`config.mk`:
```
export PLATFORM = sky130hd
export DESIGN_NAME = regfile_wb_arbiter
export DESIGN_NICKNAME = d
export VERILOG_FILES = /design/src/rtl/regfile_wb_arbiter_pkg.sv /design/src/rtl/wb_rr_arbiter.sv /design/src/rtl/regfile_wb_arbiter.sv
export SDC_FILE = /design/constraint.sdc
export NUM_CORES = 1
export LEC_CHECK = 0
export CAP_MARGIN = 20
export CORE_ASPECT_RATIO = 2
export CORE_MARGIN = 2
export CORE_UTILIZATION = 30
export CTS_BUF_LIST = sky130_fd_sc_hd__clkbuf_8
export CTS_CLUSTER_SIZE = 8
export DETAILED_ROUTE_END_ITERATION = 8
export GPL_ROUTABILITY_DRIVEN = 0
export HOLD_SLACK_MARGIN = 0.15
export PLACE_DENSITY = 0.66
export SKIP_CTS_REPAIR_TIMING = 1
export SYNTH_ARGS = -nofsm -noshare
export SYNTH_HDL_FRONTEND = slang
export SYNTH_SLANG_ARGS = --single-unit
```
`constraint.sdc`:
```
create_clock -name clk -period 4.91 [get_ports clk]
set_input_delay 1.2275 -clock clk [delete_from_list [all_inputs] [get_ports clk]]
set_output_delay 1.2275 -clock clk [all_outputs]
set_load 0.02 [all_outputs]
```
`src/rtl/regfile_wb_arbiter_pkg.sv`:
```
// Shared constants for the register-file writeback arbiter.
// Register file geometry, default requester count and pointer-width helper.
package regfile_wb_arbiter_pkg;

    localparam int REG_ADDR = 5;
    localparam int REG_SIZE = 32;
    localparam int REG_N    = 32;
    localparam int WB_NREQ  = 3;

    function automatic int wb_ptr_w(input int n);
        return (n > 1) ? $clog2(n) : 1;
    endfunction

endpackage

```
`src/rtl/wb_rr_arbiter.sv`:
```
// Grant selector for the writeback holds: onehot grant plus winner index.
// Ports: i_req (held writes), i_ptr (last winner) -> o_grant, o_winner, o_any.
// Config macro WB_FIXED_PRIO_EN: lowest index always wins, i_ptr ignored.
module wb_rr_arbiter
    import regfile_wb_arbiter_pkg::*;
#(
    parameter int NREQ = WB_NREQ,
    parameter int PW   = wb_ptr_w(NREQ)
) (
    input  logic [NREQ-1:0] i_req,
    input  logic [PW-1:0]   i_ptr,
    output logic [NREQ-1:0] o_grant,
    output logic [PW-1:0]   o_winner,
    output logic            o_any
);

`ifdef WB_FIXED_PRIO_EN
    always_comb begin
        o_grant  = '0;
        o_winner = '0;
        // Scan downwards so the lowest requesting index is the last write.
        for (int i = NREQ - 1; i >= 0; i--) begin
            if (i_req[i]) begin
                o_grant    = '0;
                o_grant[i] = 1'b1;
                o_winner   = PW'(i);
            end
        end
    end
`else
    logic w_found;
    int   w_idx;

    always_comb begin
        o_grant  = '0;
        o_winner = '0;
        w_found  = 1'b0;
        w_idx    = 0;
        // Search starts one past the previous winner.
        for (int k = 1; k <= NREQ; k++) begin
            w_idx = (int'(i_ptr) + k) % NREQ;
            if (!w_found && i_req[w_idx]) begin
                w_found        = 1'b1;
                o_grant[w_idx] = 1'b1;
                o_winner       = PW'(w_idx);
            end
        end
    end
`endif

    assign o_any = |i_req;

endmodule

```
`src/rtl/regfile_wb_arbiter.sv`:
```
// Shares the register file write port among NREQ writeback sources.
// Ports: clk, reset (async active-low); req_valid/ready/wreg/wdata per source;
// regwrite/wreg/wdata to the regfile; pend_mask, busy for hazard logic.
// Config macro WB_FIXED_PRIO_EN selects fixed priority in wb_rr_arbiter.
module regfile_wb_arbiter
    import regfile_wb_arbiter_pkg::*;
#(
    parameter int NREQ = WB_NREQ,
    parameter int AW   = REG_ADDR,
    parameter int DW   = REG_SIZE,
    parameter int NREG = REG_N
) (
    input  logic             clk,
    input  logic             reset,
    input  logic [NREQ-1:0]    req_valid,
    output logic [NREQ-1:0]    req_ready,
    input  logic [NREQ*AW-1:0] req_wreg,
    input  logic [NREQ*DW-1:0] req_wdata,
    output logic             regwrite,
    output logic [AW-1:0]    wreg,
    output logic [DW-1:0]    wdata,
    output logic [NREG-1:0]  pend_mask,
    output logic             busy
);

    localparam int PW = wb_ptr_w(NREQ);

    logic [NREQ-1:0] r_hold_v;
    logic [AW-1:0]   r_hold_wreg  [NREQ];
    logic [DW-1:0]   r_hold_wdata [NREQ];
    logic [PW-1:0]   r_rr_ptr;
    logic            r_regwrite;
    logic [AW-1:0]   r_wreg;
    logic [DW-1:0]   r_wdata;

    logic [AW-1:0]   w_src_wreg  [NREQ];
    logic [DW-1:0]   w_src_wdata [NREQ];
    logic [NREQ-1:0] w_grant;
    logic [NREQ-1:0] w_ready;
    logic [NREQ-1:0] w_load;
    logic [PW-1:0]   w_winner;
    logic            w_any;
    logic [NREG-1:0] w_pend;

    wb_rr_arbiter #(
        .NREQ (NREQ),
        .PW   (PW)
    ) u_arb (
        .i_req    (r_hold_v),
        .i_ptr    (r_rr_ptr),
        .o_grant  (w_grant),
        .o_winner (w_winner),
        .o_any    (w_any)
    );

    always_comb begin
        for (int i = 0; i < NREQ; i++) begin
            w_src_wreg[i]  = req_wreg[i*AW +: AW];
            w_src_wdata[i] = req_wdata[i*DW +: DW];
        end
    end

    // A hold being drained this cycle can take a new write.
    assign w_ready = ~r_hold_v | w_grant;

    // Writes to r0 are acknowledged but never held.
    always_comb begin
        for (int i = 0; i < NREQ; i++) begin
            w_load[i] = req_valid[i] & w_ready[i] &
                        (w_src_wreg[i] != '0);
        end
    end

    always_ff @(posedge clk or negedge reset) begin
        if (!reset) begin
            r_hold_v <= '0;
        end else begin
            for (int i = 0; i < NREQ; i++) begin
                if (w_load[i]) begin
                    r_hold_v[i] <= 1'b1;
                end else if (w_grant[i]) begin
                    r_hold_v[i] <= 1'b0;
                end
            end
        end
    end

    always_ff @(posedge clk) begin
        for (int i = 0; i < NREQ; i++) begin
            if (w_load[i]) begin
                r_hold_wreg[i]  <= w_src_wreg[i];
                r_hold_wdata[i] <= w_src_wdata[i];
            end
        end
    end

    always_ff @(posedge clk or negedge reset) begin
        if (!reset) begin
            r_regwrite <= 1'b0;
            r_wreg     <= '0;
            r_wdata    <= '0;
            r_rr_ptr   <= PW'(NREQ - 1);
        end else begin
            r_regwrite <= w_any;
            if (w_any) begin
                r_wreg   <= r_hold_wreg[w_winner];
                r_wdata  <= r_hold_wdata[w_winner];
                r_rr_ptr <= w_winner;
            end
        end
    end

    always_comb begin
        w_pend = '0;
        for (int i = 0; i < NREQ; i++) begin
            if (r_hold_v[i]) begin
                w_pend[r_hold_wreg[i]] = 1'b1;
            end
        end
        if (r_regwrite) begin
            w_pend[r_wreg] = 1'b1;
        end
        w_pend[0] = 1'b0;
    end

    assign req_ready = w_ready;
    assign regwrite  = r_regwrite;
    assign wreg      = r_wreg;
    assign wdata     = r_wdata;
    assign pend_mask = w_pend;
    assign busy      = (|r_hold_v) | r_regwrite;

endmodule
```
**Drive-strength map**

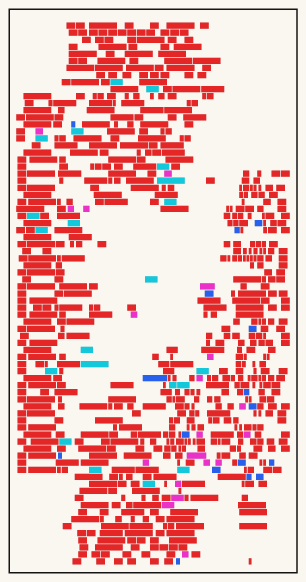
- x3 and x4: magenta (cells 19; share 2.7%)
- x6 and larger: cyan (cells 21; share 3.0%)
- x1 and smaller: red (cells 652; share 92%)
- x2: blue (cells 16; share 2.3%)

**Routing congestion map**

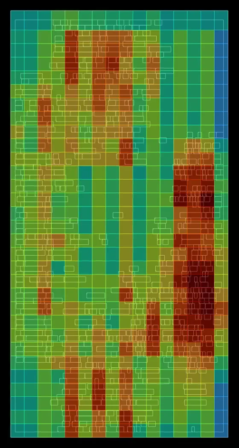
GRT Max-Usage Layer: met2
Routed wire per std cell: 22.1 µm

==> flow_metrics.py <==
# Flow results
metrics = {
    "timing": {
        "fmax_mhz": 238,
        "hold_violations": 0,
        "worst_pin_slew_ns": 0.722,
        "fin_crit_ns": 4.20,
    },
    "logic_synthesis": {
        "synth.avg_cell_area_um2": 13.1,
        "syn_inst": 517,
        "common_cells": "111 x edfxtp_1, 51 x a22oi_1, 42 x dfrtp_1",
        "ys_async_sr_fraction": 0.279,
        "yosys_cells": 517,
        "synthTopLogicFamily": "AND-OR/OR-AND gates",
        "area_leaders": "edfxtp_1 49%, dfrtp_1 15%, mux2i_1 5.9%, a22oi_1 5.6%, o21ai_1 2.7%",
        "yosys.cell_types.count": 48,
    },
    "floorplan": {
        "rows": 77,
        "die_h_um": 217,
        "coreArea_um2": 22200,
        "fp-utilization": 0.307,
    },
    "layout": {
        "drive_above_1_share": 0.0791,
        "nClkBuffers": 18,
        "finalNonFillerCells": 986,
        "dominant_cells": "registers",
        "largest_register_ffs": 96,
        "stdcell_area_um2": 9350,
        "seq_cells": 154,
    },
    "clocking": {
        "clock_path_buffers": 2,
        "htree_num_levels": 4,
        "clk_pin_slew_ns": 0.08,
    },
    "routing": {
        "wl_met2_um": 12400,
        "first_iter_violations": 337,
    },
    "min_path": {
        "hold_path.class": "reg -> reg",
        "min_from": "r_hold_wdata[2][25]$_DFFE_PP_",
    },
    "power_and_ir_drop": {
        "p_leak_uw": 0.00336,
        "report.power.total_uw": 6390,
        "switching_share": 0.417,
        "comb_power_uw": 3110,
    },
    "worst_setup_path": {
        "crit_chain": "ha_1, mux2i_1, o21a_1, a31oi_1, o221ai_1, clkdlybuf4s50_1",
        "cp_num_cells": 6,
        "cp-startpoint": "r_rr_ptr[1]$_DFFE_PN1P_",
        "crit_type": "reg -> out",
        "crit_end": "req_ready[1]",
        "crit_path_max_fanout": 8,
    },
    "status": {
        "outcome": "complete, no violations",
    },
    "global_route": {
        "antenna_found_initial": 2,
    },
}
**Routed metal per tile**

Bar = 20 µm. The die is cut into 11 by 22 equal tiles; dark purple is low, yellow is high, scaled to the fullest tile. Values are wire area over tile area, all layers added.
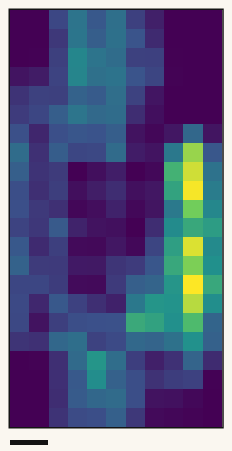
- mean over tiles: 0.15
- tiles over half the peak: 9.5%
- nearly empty tiles: 17%
- emptiest ninth of the die: upper right
- fullest tile: 0.66
Total GRT Usage: 0.184
total number of vias: 5320
final wirelength: 21800 µm

**I/O nets highlighted**

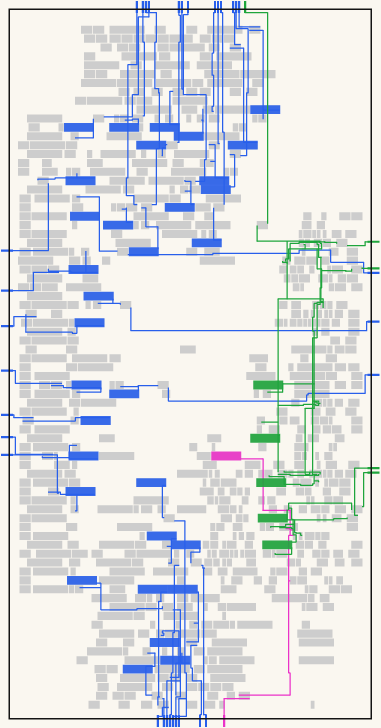
- regwrite: magenta (bits 1; direction output; edge bottom; end cells 1; buffers 1; wire 122 µm)
- wreg: green (bits 5; direction output; edge 4 right, 1 top; end cells 5; buffers 5; wire 608 µm)
- wdata: blue (bits 32; direction output; edge 13 top, 9 bottom, 7 left, 3 right; end cells 32; buffers 32; wire 1790 µm)

